[src/rtl/fxu_exec_unit.sv]
// Single-issue fixed-point execution unit: one resolved op per cycle, result
// broadcast on the CDB lane one cycle later, tagged with its ROB index.
module fxu_exec_unit #(
    parameter int unsigned DATA_W    = 16,
    parameter int unsigned ROB_IDX_W = 4,
    parameter int unsigned IMM_W     = 8
) (
    input  logic                 clk,
    input  logic                 rst,
    input  logic                 in_valid,
    input  logic [3:0]           in_opcode,
    input  logic [ROB_IDX_W-1:0] in_rob_idx,
    input  logic [DATA_W-1:0]    in_op_a,
    input  logic [DATA_W-1:0]    in_op_b,
    input  logic [IMM_W-1:0]     in_imm,
    output logic                 cdb_valid,
    output logic [ROB_IDX_W-1:0] cdb_rob_idx,
    output logic [DATA_W-1:0]    cdb_value,
    output logic                 illegal_op
);

    localparam int unsigned SHAMT_W = $clog2(DATA_W);

    typedef enum logic [3:0] {
        OP_ADD  = 4'd0,
        OP_SUB  = 4'd1,
        OP_AND  = 4'd2,
        OP_OR   = 4'd3,
        OP_XOR  = 4'd4,
        OP_SHL  = 4'd5,
        OP_SHR  = 4'd6,
        OP_SRA  = 4'd7,
        OP_MOVL = 4'd8,
        OP_MOVH = 4'd9,
        OP_ADDI = 4'd10,
        OP_SLT  = 4'd11,
        OP_SLTU = 4'd12
    } fxu_op_e;

    logic                 cdb_valid_q,   cdb_valid_d;
    logic [ROB_IDX_W-1:0] cdb_rob_idx_q, cdb_rob_idx_d;
    logic [DATA_W-1:0]    cdb_value_q,   cdb_value_d;
    logic                 illegal_op_q,  illegal_op_d;

    logic [DATA_W-1:0]    imm_sext;
    logic [SHAMT_W-1:0]   shamt;
    logic [DATA_W-1:0]    result;
    logic                 op_legal;

    always_comb begin
        imm_sext = {{(DATA_W-IMM_W){in_imm[IMM_W-1]}}, in_imm};
        shamt    = in_op_b[SHAMT_W-1:0];
        op_legal = (in_opcode <= OP_SLTU);
    end

    always_comb begin
        result = '0;
        case (fxu_op_e'(in_opcode))
            OP_ADD:  result = in_op_a + in_op_b;
            OP_SUB:  result = in_op_a - in_op_b;
            OP_AND:  result = in_op_a & in_op_b;
            OP_OR:   result = in_op_a | in_op_b;
            OP_XOR:  result = in_op_a ^ in_op_b;
            OP_SHL:  result = in_op_a << shamt;
            OP_SHR:  result = in_op_a >> shamt;
            OP_SRA:  result = DATA_W'($signed(in_op_a) >>> shamt);
            OP_MOVL: result = imm_sext;
            OP_MOVH: result = {in_imm, in_op_a[DATA_W-IMM_W-1:0]};
            OP_ADDI: result = in_op_a + imm_sext;
            OP_SLT:  result = {{(DATA_W-1){1'b0}}, ($signed(in_op_a) < $signed(in_op_b))};
            OP_SLTU: result = {{(DATA_W-1){1'b0}}, (in_op_a < in_op_b)};
            default: result = '0;
        endcase
    end

    // Tag and value only move on a legal issue so an illegal op leaves the
    // last broadcast visible on the lane.
    always_comb begin
        cdb_valid_d   = in_valid & op_legal;
        illegal_op_d  = in_valid & ~op_legal;
        cdb_rob_idx_d = cdb_rob_idx_q;
        cdb_value_d   = cdb_value_q;
        if (in_valid && op_legal) begin
            cdb_rob_idx_d = in_rob_idx;
            cdb_value_d   = result;
        end
    end

    always_ff @(posedge clk) begin
        if (rst) begin
            cdb_valid_q   <= 1'b0;
            cdb_rob_idx_q <= '0;
            cdb_value_q   <= '0;
            illegal_op_q  <= 1'b0;
        end else begin
            cdb_valid_q   <= cdb_valid_d;
            cdb_rob_idx_q <= cdb_rob_idx_d;
            cdb_value_q   <= cdb_value_d;
            illegal_op_q  <= illegal_op_d;
        end
    end

    assign cdb_valid   = cdb_valid_q;
    assign cdb_rob_idx = cdb_rob_idx_q;
    assign cdb_value   = cdb_value_q;
    assign illegal_op  = illegal_op_q;

endmodule

[config.mk]
export PLATFORM = sky130hd
export DESIGN_NAME = fxu_exec_unit
export DESIGN_NICKNAME = d
export VERILOG_FILES = /design/src/rtl/fxu_exec_unit.sv
export SDC_FILE = /design/constraint.sdc
export NUM_CORES = 1
export LEC_CHECK = 0
export ABC_AREA = 1
export CELL_PAD_IN_SITES_DETAIL_PLACEMENT = 0
export CELL_PAD_IN_SITES_GLOBAL_PLACEMENT = 1
export CORE_ASPECT_RATIO = 2
export CORE_MARGIN = 8
export CORE_UTILIZATION = 41
export CTS_CLUSTER_DIAMETER = 50
export DETAILED_ROUTE_END_ITERATION = 16
export GPL_ROUTABILITY_DRIVEN = 0
export PLACE_DENSITY = 0.88
export SETUP_SLACK_MARGIN = 0.4
export SLEW_MARGIN = 20
export SYNTH_ARGS = -nofsm -noshare
export SYNTH_HDL_FRONTEND = slang
export SYNTH_SLANG_ARGS = --single-unit
[constraint.sdc]
create_clock -name clk -period 5.4 [get_ports clk]
set_input_delay 1.62 -clock clk [delete_from_list [all_inputs] [get_ports clk]]
set_output_delay 1.62 -clock clk [all_outputs]
set_load 0.05 [all_outputs]
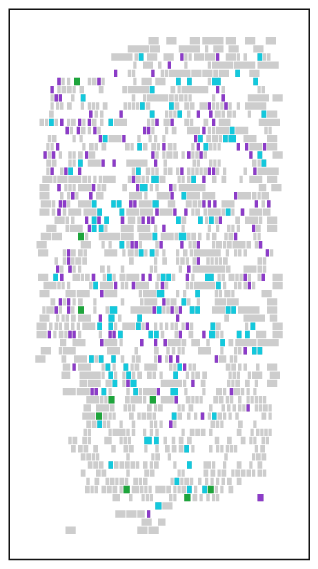
Figure 1: run 1, gate families picked out.
Scale: 3 px per micron.
family	color	cells	most used
aoi and oai cells	cyan	109	o21ai_0
inv cells	purple	158	inv_1
and/or cells	green	9	and2_1
Comb/total area: 0.678
fin cells: 1326

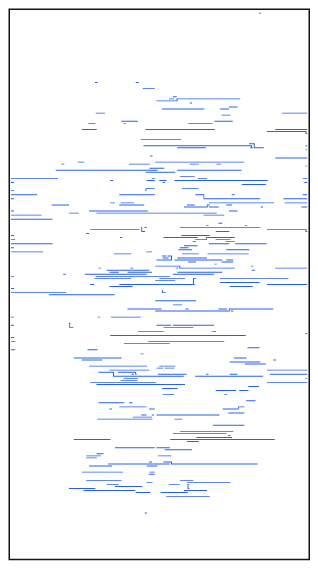
Figure 2: run 1, signal wires on met3.
Scale: 3 px per micron.
longest straight run	44.9 microns
wire length on this layer	2070 microns
main direction	horizontal
nets with wire on the layer	187
share of all routed wire	8.1%
met3 usage: 0.0384
vias: 7537
Total Routed Length: 25400 microns

==> flow_metrics.env, run 1 <==
# yosys + openroad results
export IMPL_crit_arrival_ns=4.68
export IMPL_globalRoute_busiestLayer="met2"
export IMPL_cts_buffers=3
export IMPL_finalCritPeriodShare=0.835
export IMPL_slew_headroom=0.383
export IMPL_htreeDepth=1
export IMPL_synth_chip_area_sq_mm=0.00571
export IMPL_vdd_drop_max_mv=0.0870
export IMPL_syn_nets=1229
export IMPL_status="completed"
export IMPL_crit_cells=17
export IMPL_synth_area_sq_mm=0.00571
export IMPL_grt_pass1_vias=7085
export IMPL_hp_class="reg -> reg"
export IMPL_crit_end="cdb_value[12]"
export IMPL_syn_area_per_cell_sq_um=5.15
export IMPL_tns_ns=0
export IMPL_path_cells="clkdlybuf4s50_1 > inv_1 > nor2_1 > nand2_2 > nand2_1 > o21ai_0 > ha_1 > fa_1 > nand2_1 > nand3_1 > and2_1 > nand3_1 > nand4_1 > nand3_1 > nand3_1 > nand2_1 > inv_1"
export IMPL_layout_drive_gt1_share=0.0274
export IMPL_drv_cap=0
export IMPL_tool_warnings=62
export IMPL_synth_area_top_cells="nand2_1 (25%), nand3_1 (15%), ha_1 (15%)"
export IMPL_cp_slowest_cell="clkdlybuf4s50_1"
export IMPL_cp_max_fo=14
export IMPL_cts_tree="done"
export IMPL_drc_errors=0
export IMPL_crit_start="in_opcode[1]"
export IMPL_ys_seq_share=0.0771
export IMPL_floorplan_core_util=0.416
export IMPL_worst_pin_slew_ns=0.925
export IMPL_finalSetupViolations=0
export IMPL_dp_slack_ns=0.634
export IMPL_min_to="cdb_rob_idx[1]"
export IMPL_clockBufferDepth=2
export IMPL_grt_max_degree=41
export IMPL_ys_cells=1109
export IMPL_core_area_sq_mm=0.0137
export IMPL_antenna_found_initial=0
export IMPL_lay_top_cells="nand2_1 (386), nand3_1 (169), inv_1 (156)"
export IMPL_slowest_delay_ns=0.54
export IMPL_drv_slew=0
export IMPL_crit_type="in -> reg"
export IMPL_finalInstanceArea_sq_mm=0.00668
export IMPL_path_common_cell="nand3_1"
export IMPL_synth_distinct_cells=35
export IMPL_ctsResizeCount=0
export IMPL_p_per_area_mw_per_mm2=152
export IMPL_hold_worst_slack_ns=0.482
export IMPL_clk_pin_slew_ns=0.06
export IMPL_hold_viol=0
export IMPL_drt_iter0_drc=808
export IMPL_ios=73
export IMPL_grt_pass1_wl_microns=39100
export IMPL_postCtsHoldBufs=0
export IMPL_die_y_microns=183
export IMPL_finClkSkew_ns=0
export IMPL_n_antenna_cell=0
export IMPL_power_mw=1.02
export IMPL_ff2ff_setup_slack_ns=4.67
export IMPL_required_ns=5.57
export IMPL_reg2regPathDepth=2
export IMPL_clock_latency_late_pin_ns=0.26
export IMPL_nets=1290
export IMPL_top_area_frac=0.254
export IMPL_cp_top_family="simple AND/OR/NAND/NOR gates"
export IMPL_std_cell_rows=61
export IMPL_fmax_mhz=222
export IMPL_p_leak_nw=3.66
export IMPL_r2r_end="cdb_value[10]"
export IMPL_critPathBufInv=3
export IMPL_die_w_microns=99.5
export IMPL_wl_per_cell_microns=19.2
export IMPL_dp_hpwl_microns=20400
export IMPL_period_minus_slack_ns=4.51
export IMPL_clock_sinks=22
export IMPL_yosysWarnings=0
export IMPL_routed_via_density=5.68
export IMPL_hold_start="cdb_rob_idx[1]"
export IMPL_startpoint_type="input port"
export IMPL_ant_nets=0
export IMPL_firstDrtPassIters=5
export IMPL_rsz0062_at_grt="false"
export IMPL_synth_cells=1109
export IMPL_dieArea_sq_mm=0.0182
export IMPL_yosysTopAreaCell="nand2_1"
export IMPL_end_kind="flip-flop"
export IMPL_ys_seq_elements=22
export IMPL_portBuffers=72
export IMPL_dp_cells=1322
export IMPL_mostFrequentLayoutCell="nand2_1"
export IMPL_globalRouteOverflowTotal=0
export IMPL_hold_depth=2
export IMPL_post_cts_buffers=0
export IMPL_timing_rr_start="cdb_value[10]"
export IMPL_dpl_cell_area_sq_mm=0.00658
export IMPL_root_buffer="clkbuf_16"
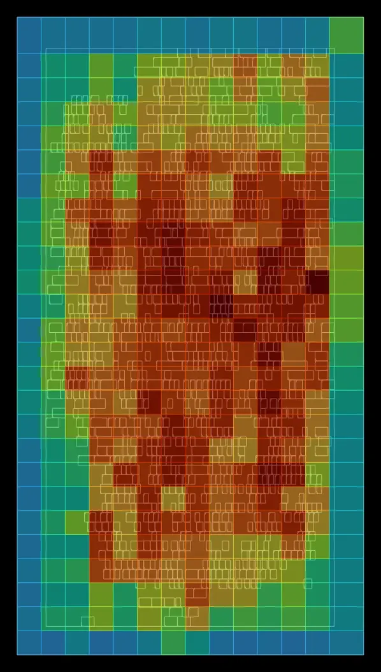
Figure 3: run 1, congestion heat map.
fin util: 0.486
gr usage total: 0.278
met1 Track Usage GR: 0.321
GR Layer Usage met2: 0.456

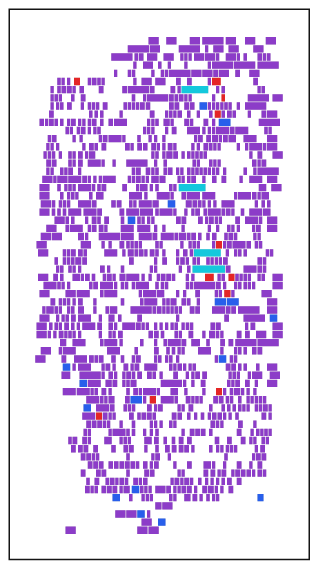
Figure 4: run 1, cells by drive strength.
Scale: 3 px per micron.
size	color	cells	share
_3 and _4 cells	blue	17	1.5%
_2 cells	red	11	0.94%
_0 and _1 cells	purple	1137	97%
_6 and larger	cyan	4	0.34%
Layout area overhead: 16.9%
Final Worst Setup Slack: 0.889 ns

==> run 1: worst min-delay path, delay by kind of cell, from the launching register on <==
kind / cells / cell delay (ns)
flops: 1 / 0.32
simple gates: 2 / 0.12
==> run 1: per-layer routing <==
metal / up-vias / wire length, microns
met3: 105 / 2070
met4: 0 / 1960
met1: 3349 / 9560
met2: 433 / 11800
li1: 3650 / -
met5: - / 0
==> run 1: power breakdown <==
part / switching [mW] / leakage, nW / total [mW] / internal, mW
clock network: 0.0761 / 0.0511 / 0.224 / 0.148
registers: 0.00799 / 0.182 / 0.184 / 0.176
logic: 0.412 / 3.42 / 0.610 / 0.198
==> run 1: kinds of logic (layout without fill, tap and decap cells) <==
family | count (synthesis) | in the layout | synth area share
AND-OR/OR-AND | 110 | 110 | 0.102
buffers and inverters | 186 | 246 | 0.130
AND/OR/NAND/NOR | 720 | 720 | 0.534
flip-flops | 22 | 22 | 0.0771
adder cells (fa/ha/maj) | 69 | 69 | 0.154
XOR/XNOR | 2 | 2 | 0.00307
==> run 1: cell type report <==
cell class / count / area (sq um)
Multi-Input combinational cell: 901 / 4530
Inverter: 158 / 596
Clock inverter: 1 / 30.0
Sequential cell: 22 / 440
Tap cell: 157 / 196
Timing Repair Buffer: 84 / 811
Fill cell: 1529 / 7060
Clock buffer: 3 / 75.1
==> run 1: state kept, by name (all words and copies together), names as in the netlist <==
name / flops
cdb_rob_idx: 4
cdb_valid: 1
cdb_value: 16
illegal_op: 1
==> run 1: synthesized netlist by cell type (all sizes together) <==
cell type and count:
nor3 10, nand3b 7, o21a 1, a31oi 1
o211ai 4, nor4 1, nand2 389, a21oi 36
clkbuf 8, o21ai 60, o22ai 4, o21bai 4
nor2 123, or2 4, fa 2, and2 5
buf 20, ha 67, dfxtp 22, xor2 2
nand3 169, inv 158, nand4 12
Figure 5. Placed cells, one color a class (run 1).
Scale: 3 px per micron. Fill, decap, tap and diode cells in gray.
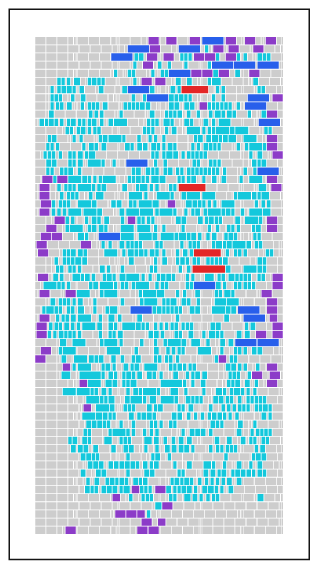

==> run 1 -> run 2 <==
--- a/config.mk
+++ b/config.mk
@@ -10,11 +10,11 @@
 export CELL_PAD_IN_SITES_GLOBAL_PLACEMENT = 1
 export CORE_ASPECT_RATIO = 2
 export CORE_MARGIN = 8
-export CORE_UTILIZATION = 41
+export CORE_UTILIZATION = 38
 export CTS_CLUSTER_DIAMETER = 50
 export DETAILED_ROUTE_END_ITERATION = 16
 export GPL_ROUTABILITY_DRIVEN = 0
-export PLACE_DENSITY = 0.88
+export PLACE_DENSITY = 0.83
 export SETUP_SLACK_MARGIN = 0.4
 export SLEW_MARGIN = 20
 export SYNTH_ARGS = -nofsm -noshare
==> constraint.sdc (replaced) <==
create_clock -name clk -period 4.38 [get_ports clk]
set_input_delay 1.314 -clock clk [delete_from_list [all_inputs] [get_ports clk]]
set_output_delay 1.314 -clock clk [all_outputs]
set_load 0.05 [all_outputs]
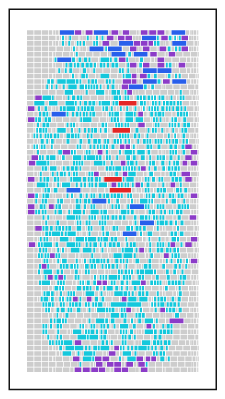
Figure 6: run 2, placed cells, one color a class.
Scale: 2 px per micron. Fill, decap, tap and diode cells in gray.
class	color	cells	share of their area
remaining buffers and delay cells	purple	110	15%
combinational and other logic	cyan	1059	77%
sequential cells	blue	22	6.5%
clock drivers and dummy loads	red	4	1.6%
fin util: 0.475
Seq/total area: 0.0629

==> flow_metrics.env, run 2 <==
# yosys + openroad results
export IMPL_tns_ns=0
export IMPL_clockBufferDepth=2
export IMPL_synth_most_common_cell="nand2_1"
export IMPL_clock_sinks=22
export IMPL_path_cells="clkdlybuf4s50_1 > inv_1 > nor2_4 > nand2_4 > buf_4 > o21ai_0 > ha_1 > nand2_1 > nand2_1 > a21oi_1 > nand2_2 > or2_2 > nand3_1 > nand3_1 > nor2_1 > nor2_1"
export IMPL_ant_nets=0
export IMPL_p_seq_frac=0.176
export IMPL_timing_rr_start="cdb_value[8]"
export IMPL_core_area_sq_mm=0.0147
export IMPL_dp_hpwl_microns=22400
export IMPL_status="completed"
export IMPL_ys_cells=1109
export IMPL_root_buffer="clkbuf_16"
export IMPL_crit_arrival_ns=4.03
export IMPL_synth_distinct_cells=35
export IMPL_synth_main_ff_cell="dfxtp_1"
export IMPL_cp_top_family="simple AND/OR/NAND/NOR gates"
export IMPL_powerSeq_uw=229
export IMPL_required_ns=4.55
export IMPL_grt_use_total=0.279
export IMPL_syn_nets=1229
export IMPL_top_power_group="combinational logic"
export IMPL_top_area_frac=0.254
export IMPL_fmax_mhz=259
export IMPL_grt_pass1_vias=7695
export IMPL_drv_slew=0
export IMPL_htreeDepth=1
export IMPL_hold_depth=2
export IMPL_finalCritPeriodShare=0.881
export IMPL_routed_via_density=5.46
export IMPL_drv_cap=0
export IMPL_tool_warnings=62
export IMPL_layout_drive_gt1_share=0.0586
export IMPL_ys_seq_elements=22
export IMPL_pwr_share_clk=0.216
export IMPL_std_cell_rows=63
export IMPL_powerComb_uw=792
export IMPL_ys_seq_share=0.0771
export IMPL_ios=73
export IMPL_syn_area_per_cell_sq_um=5.15
export IMPL_cts_tree="done"
export IMPL_die_y_microns=189
export IMPL_power_frac_comb=0.608
export IMPL_slew_headroom=0.476
export IMPL_clk_pin_slew_ns=0.08
export IMPL_clock_latency_late_pin_ns=0.27
export IMPL_reg2regPathDepth=2
export IMPL_globalRouteOverflowTotal=0
export IMPL_async_flop_share=0
export IMPL_yosys_top_cells_count="nand2_1 (386), nand3_1 (169), inv_1 (156)"
export IMPL_syn_to_final_growth_pct=22.4
export IMPL_die_w_microns=103
export IMPL_wl_per_cell_microns=19.2
export IMPL_yosysTopAreaCell="nand2_1"
export IMPL_rsz0062_at_grt="false"
export IMPL_postCtsHoldBufs=0
export IMPL_hold_viol=0
export IMPL_vdd_drop_max_mv=0.147
export IMPL_drt_iter0_drc=506
export IMPL_cp_max_fo=8
export IMPL_edf_count=0
export IMPL_ff2ff_setup_slack_ns=3.61
export IMPL_end_kind="flip-flop"
export IMPL_cts_buffers=3
export IMPL_power_internal_uw=667
export IMPL_antenna_found_initial=0
export IMPL_dieArea_sq_mm=0.0195
## run 2: stage by stage
stage          worst slack [ns]  instance area, sq um  instances  total power [mW]  utilization
2_1_floorplan             0.943                  5710       1109             0.703            -
3_3_place_gp              0.118                  6800       1382             0.995        0.461
3_5_place_dp             0.0864                  6800       1382             0.996        0.461
4_1_cts                   0.405                  6920       1387              1.28        0.469
5_1_grt                   0.411                  7000       1390              1.38        0.475
6_report                  0.523                  7000       1390              1.30        0.475
## run 2: routing by layer
layer,vias to the layer above,wire [microns],global-route usage
li1,3708,-,-
met3,136,1400,0.0269
met1,3408,8690,0.257
met5,-,0,0
met2,336,14000,0.513
met4,0,2650,0.253
## run 2: final cells by class
type | instances | area (sq um)
tap | 195 | 244
inverter | 158 | 596
multi-input combinational | 901 | 4580
fill | 1740 | 7740
sequential | 22 | 440
clock buffer | 3 | 75.1
clock inverter | 1 | 30.0
timing repair buffer | 110 | 1030
## run 2: worst max path at each step
stage / start / end / cells past startpoint
3_5_place_dp: in_opcode[2] / cdb_value[12] / 16
3_3_place_gp: in_opcode[2] / cdb_value[12] / 16
2_1_floorplan: in_opcode[3] / cdb_value[8] / 16
5_1_grt: in_opcode[3] / cdb_value[7] / 17
4_1_cts: in_opcode[1] / cdb_value[7] / 16
6_report: in_opcode[3] / cdb_value[7] / 16
## run 2: what timing repair did
item,CTS,global route
setup buffers,1,3
pin swaps,1,5
resized,1,18
endpoints found under the setup margin,3,11
## run 2: cells by family (layout without fill, tap and decap cells)
| kind of cell | count (synthesis) | count (layout) | share of synthesized area |
|---|---|---|---|
| simple gates | 720 | 720 | 0.534 |
| compound gates | 110 | 110 | 0.102 |
| flops | 22 | 22 | 0.0771 |
| buf+inv | 186 | 272 | 0.130 |
| fa+ha+maj | 69 | 69 | 0.154 |
| xor+xnor | 2 | 2 | 0.00307 |
Figure 7. Gate families picked out (run 2).
Scale: 2 px per micron.
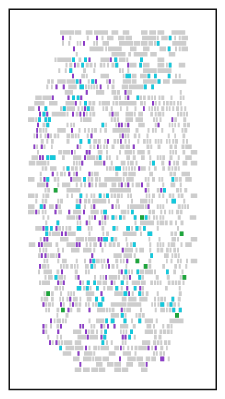

==> run 2 -> run 3 <==
--- a/config.mk
+++ b/config.mk
@@ -6,15 +6,15 @@
 export NUM_CORES = 1
 export LEC_CHECK = 0
 export ABC_AREA = 1
-export CELL_PAD_IN_SITES_DETAIL_PLACEMENT = 0
-export CELL_PAD_IN_SITES_GLOBAL_PLACEMENT = 1
+export CELL_PAD_IN_SITES_DETAIL_PLACEMENT = 2
+export CELL_PAD_IN_SITES_GLOBAL_PLACEMENT = 2
 export CORE_ASPECT_RATIO = 2
 export CORE_MARGIN = 8
-export CORE_UTILIZATION = 38
+export CORE_UTILIZATION = 28
 export CTS_CLUSTER_DIAMETER = 50
 export DETAILED_ROUTE_END_ITERATION = 16
 export GPL_ROUTABILITY_DRIVEN = 0
-export PLACE_DENSITY = 0.83
+export PLACE_DENSITY = 0.82
 export SETUP_SLACK_MARGIN = 0.4
 export SLEW_MARGIN = 20
 export SYNTH_ARGS = -nofsm -noshare
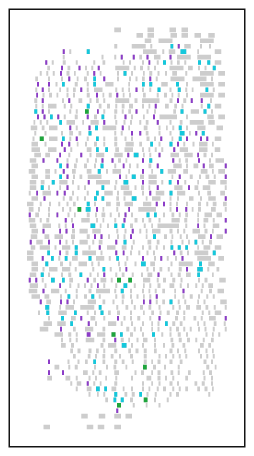
Figure 8: run 3, gate families picked out.
Scale: 2 px per micron.
Comb/total area: 0.653
fin cells: 1455

==> flow_metrics.env, run 3 <==
# yosys + openroad results
export IMPL_routed_via_density=5.42
export IMPL_ys_seq_elements=22
export IMPL_finalInstanceArea_sq_mm=0.00700
export IMPL_fmax_mhz=264
export IMPL_largest_reg_flops=16
export IMPL_slowest_delay_ns=0.32
export IMPL_tool_warnings=62
export IMPL_clk_pin_slew_ns=0.09
export IMPL_firstDrtPassIters=4
export IMPL_syn_to_final_growth_pct=22.6
export IMPL_tns_ns=0
export IMPL_ff2ff_setup_slack_ns=3.54
export IMPL_synth_main_ff_cell="dfxtp_1"
export IMPL_p_seq_frac=0.170
export IMPL_hold_start="cdb_rob_idx[2]"
export IMPL_p_per_area_mw_per_mm2=192
export IMPL_clock_sinks=22
export IMPL_ys_seq_share=0.0771
export IMPL_hp_class="reg -> reg"
export IMPL_core_area_sq_mm=0.0202
export IMPL_power_frac_comb=0.616
export IMPL_p_leak_nw=3.77
export IMPL_fin_ws_ns=0.586
export IMPL_drv_cap=0
export IMPL_crit_type="in -> reg"
export IMPL_dp_slack_ns=-0.179
export IMPL_power_internal_uw=659
export IMPL_period_minus_slack_ns=3.79
export IMPL_required_ns=4.57
export IMPL_p_sw_frac=0.511
export IMPL_power_mw=1.35
export IMPL_post_cts_buffers=0
export IMPL_p_sw_uw=689
export IMPL_rsz0062_at_grt="false"
export IMPL_vias=7892
export IMPL_crit_end="cdb_value[7]"
export IMPL_dieArea_sq_mm=0.0255
export IMPL_synth_area_sq_mm=0.00571
export IMPL_crit_start="in_opcode[0]"
export IMPL_globalRouteOverflowTotal=0
export IMPL_layout_drive_gt1_share=0.0521
export IMPL_portBuffers=72
export IMPL_syn_nets=1229
export IMPL_finalCritPeriodShare=0.866
export IMPL_min_to="cdb_rob_idx[2]"
export IMPL_synth_most_common_cell="nand2_1"
export IMPL_startpoint_type="input port"
export IMPL_dr_wl_met2_microns=16700
export IMPL_dp_hpwl_microns=28300
export IMPL_drt_wl_total_microns=33400
export IMPL_vdd_drop_max_mv=0.126
export IMPL_std_cell_rows=74
export IMPL_hold_depth=2
export IMPL_synth_chip_area_sq_mm=0.00571
export IMPL_yosys_top_cells_count="nand2_1 (386), nand3_1 (169), inv_1 (156)"
export IMPL_reg2regPathDepth=2
export IMPL_slew_headroom=0.415
export IMPL_ios=73
export IMPL_die_y_microns=218
export IMPL_grt_use_total=0.266
export IMPL_n_antenna_cell=0
export IMPL_dpl_cell_area_sq_mm=0.00686
export IMPL_root_buffer="clkbuf_16"
export IMPL_clock_latency_late_pin_ns=0.27
export IMPL_synth_distinct_cells=35
export IMPL_drt_iter0_drc=355
export IMPL_finalSetupViolations=0
export IMPL_ant_nets=0
export IMPL_nets=1310
export IMPL_yosysWarnings=0
export IMPL_status="completed"
export IMPL_crit_cells=17
export IMPL_lay_top_cells="nand2_1 (382), nand3_1 (169), inv_1 (155)"
export IMPL_grt_pass1_wl_microns=51100
export IMPL_grt_max_degree=41
export IMPL_timing_rr_start="cdb_value[2]"
export IMPL_route_top_layer_used="met4"
export IMPL_drv_slew=0
export IMPL_die_w_microns=117
export IMPL_critPathBufInv=4
export IMPL_drc_errors=0
export IMPL_edf_count=0
export IMPL_ys_cells=1109
export IMPL_pwr_share_clk=0.215
export IMPL_wl_met3_microns=1190
export IMPL_postCtsHoldBufs=0
export IMPL_path_cells="dlygate4sd2_1 > inv_1 > nand2_2 > nor2_4 > buf_4 > nand2_1 > o21ai_0 > ha_1 > nand2_1 > inv_1 > a21oi_1 > nand2_2 > or2_2 > nand3_1 > nand3_1 > nor2_2 > nor2_1"
export IMPL_hold_viol=0
export IMPL_end_kind="flip-flop"
export IMPL_crit_arrival_ns=3.98
export IMPL_clockBufferDepth=2
export IMPL_synth_cells=1109
export IMPL_cts_buffers=3
export IMPL_yosysTopAreaCell="nand2_1"
export IMPL_top_area_frac=0.254
export IMPL_grt_pass1_vias=8871
export IMPL_ctsResizeCount=13
export IMPL_r2r_end="cdb_value[2]"
export IMPL_htreeDepth=1
export IMPL_mostFrequentLayoutCell="nand2_1"
export IMPL_wl_met1_microns=13000
export IMPL_cp_top_family="simple AND/OR/NAND/NOR gates"
export IMPL_worst_pin_slew_ns=0.876
export IMPL_antenna_found_initial=0
export IMPL_cp_max_fo=10
export IMPL_cts_tree="done"
export IMPL_wl_per_cell_microns=23.0
export IMPL_syn_area_per_cell_sq_um=5.15
export IMPL_synth_area_top_cells="nand2_1 (25%), nand3_1 (15%), ha_1 (15%)"
export IMPL_async_flop_share=0
-- run 3: netlist changes by cell type in the layout (fill, tap and decap cells not counted), sizes merged --
cell	before	now
dlygate4sd2	0	3
clkdlybuf4s50	70	68
buf	38	32
dlymetal6s2s	2	1
-- run 3: cell families (layout without fill, tap and decap cells) --
family          Yosys count  count (layout)  synth area share
simple gates            720             720             0.534
flops                    22              22            0.0771
compound gates          110             110             0.102
buf+inv                 186             266             0.130
fa+ha+maj                69              69             0.154
xor+xnor                  2               2           0.00307
-- run 3: power by group through the flow --
stage / Clock [mW] / Sequential (mW) / Combinational [mW]
CTS: 0.290 / 0.228 / 0.822
finish: 0.289 / 0.229 / 0.830
global placement: 0 / 0.232 / 0.777
global route: 0.290 / 0.230 / 0.900
floorplan: 0 / 0.286 / 0.418
detailed placement: 0 / 0.233 / 0.811
-- run 3: layout make-up --
class,instances,area (sq um)
clock inverter,1,30.0
multi-input combinational,901,4570
timing repair buffer,104,960
fill,2722,13200
tap,266,333
sequential,22,440
inverter,158,596
clock buffer,3,75.1
-- run 3: worst min-delay path: cells and delay by family (launching register included) --
kind | cells | cell delay (ns)
flops | 1 | 0.33
simple gates | 2 | 0.13
-- run 3: per-stage QoR --
| stage | utilization | std cells |
|---|---|---|
| 5_1_grt | 0.347 | 1455 |
| 2_1_floorplan | - | 1109 |
| 4_1_cts | 0.346 | 1455 |
| 6_report | 0.347 | 1455 |
| 3_5_place_dp | 0.340 | 1451 |
| 3_3_place_gp | 0.340 | 1451 |
-- run 3: routing by layer --
layer	GRT usage	vias up
met5	0	-
met4	0.176	0
met3	0.0258	115
met2	0.477	225
met1	0.284	3859
li1	-	3693
Power and IR drop assume default switching activity.
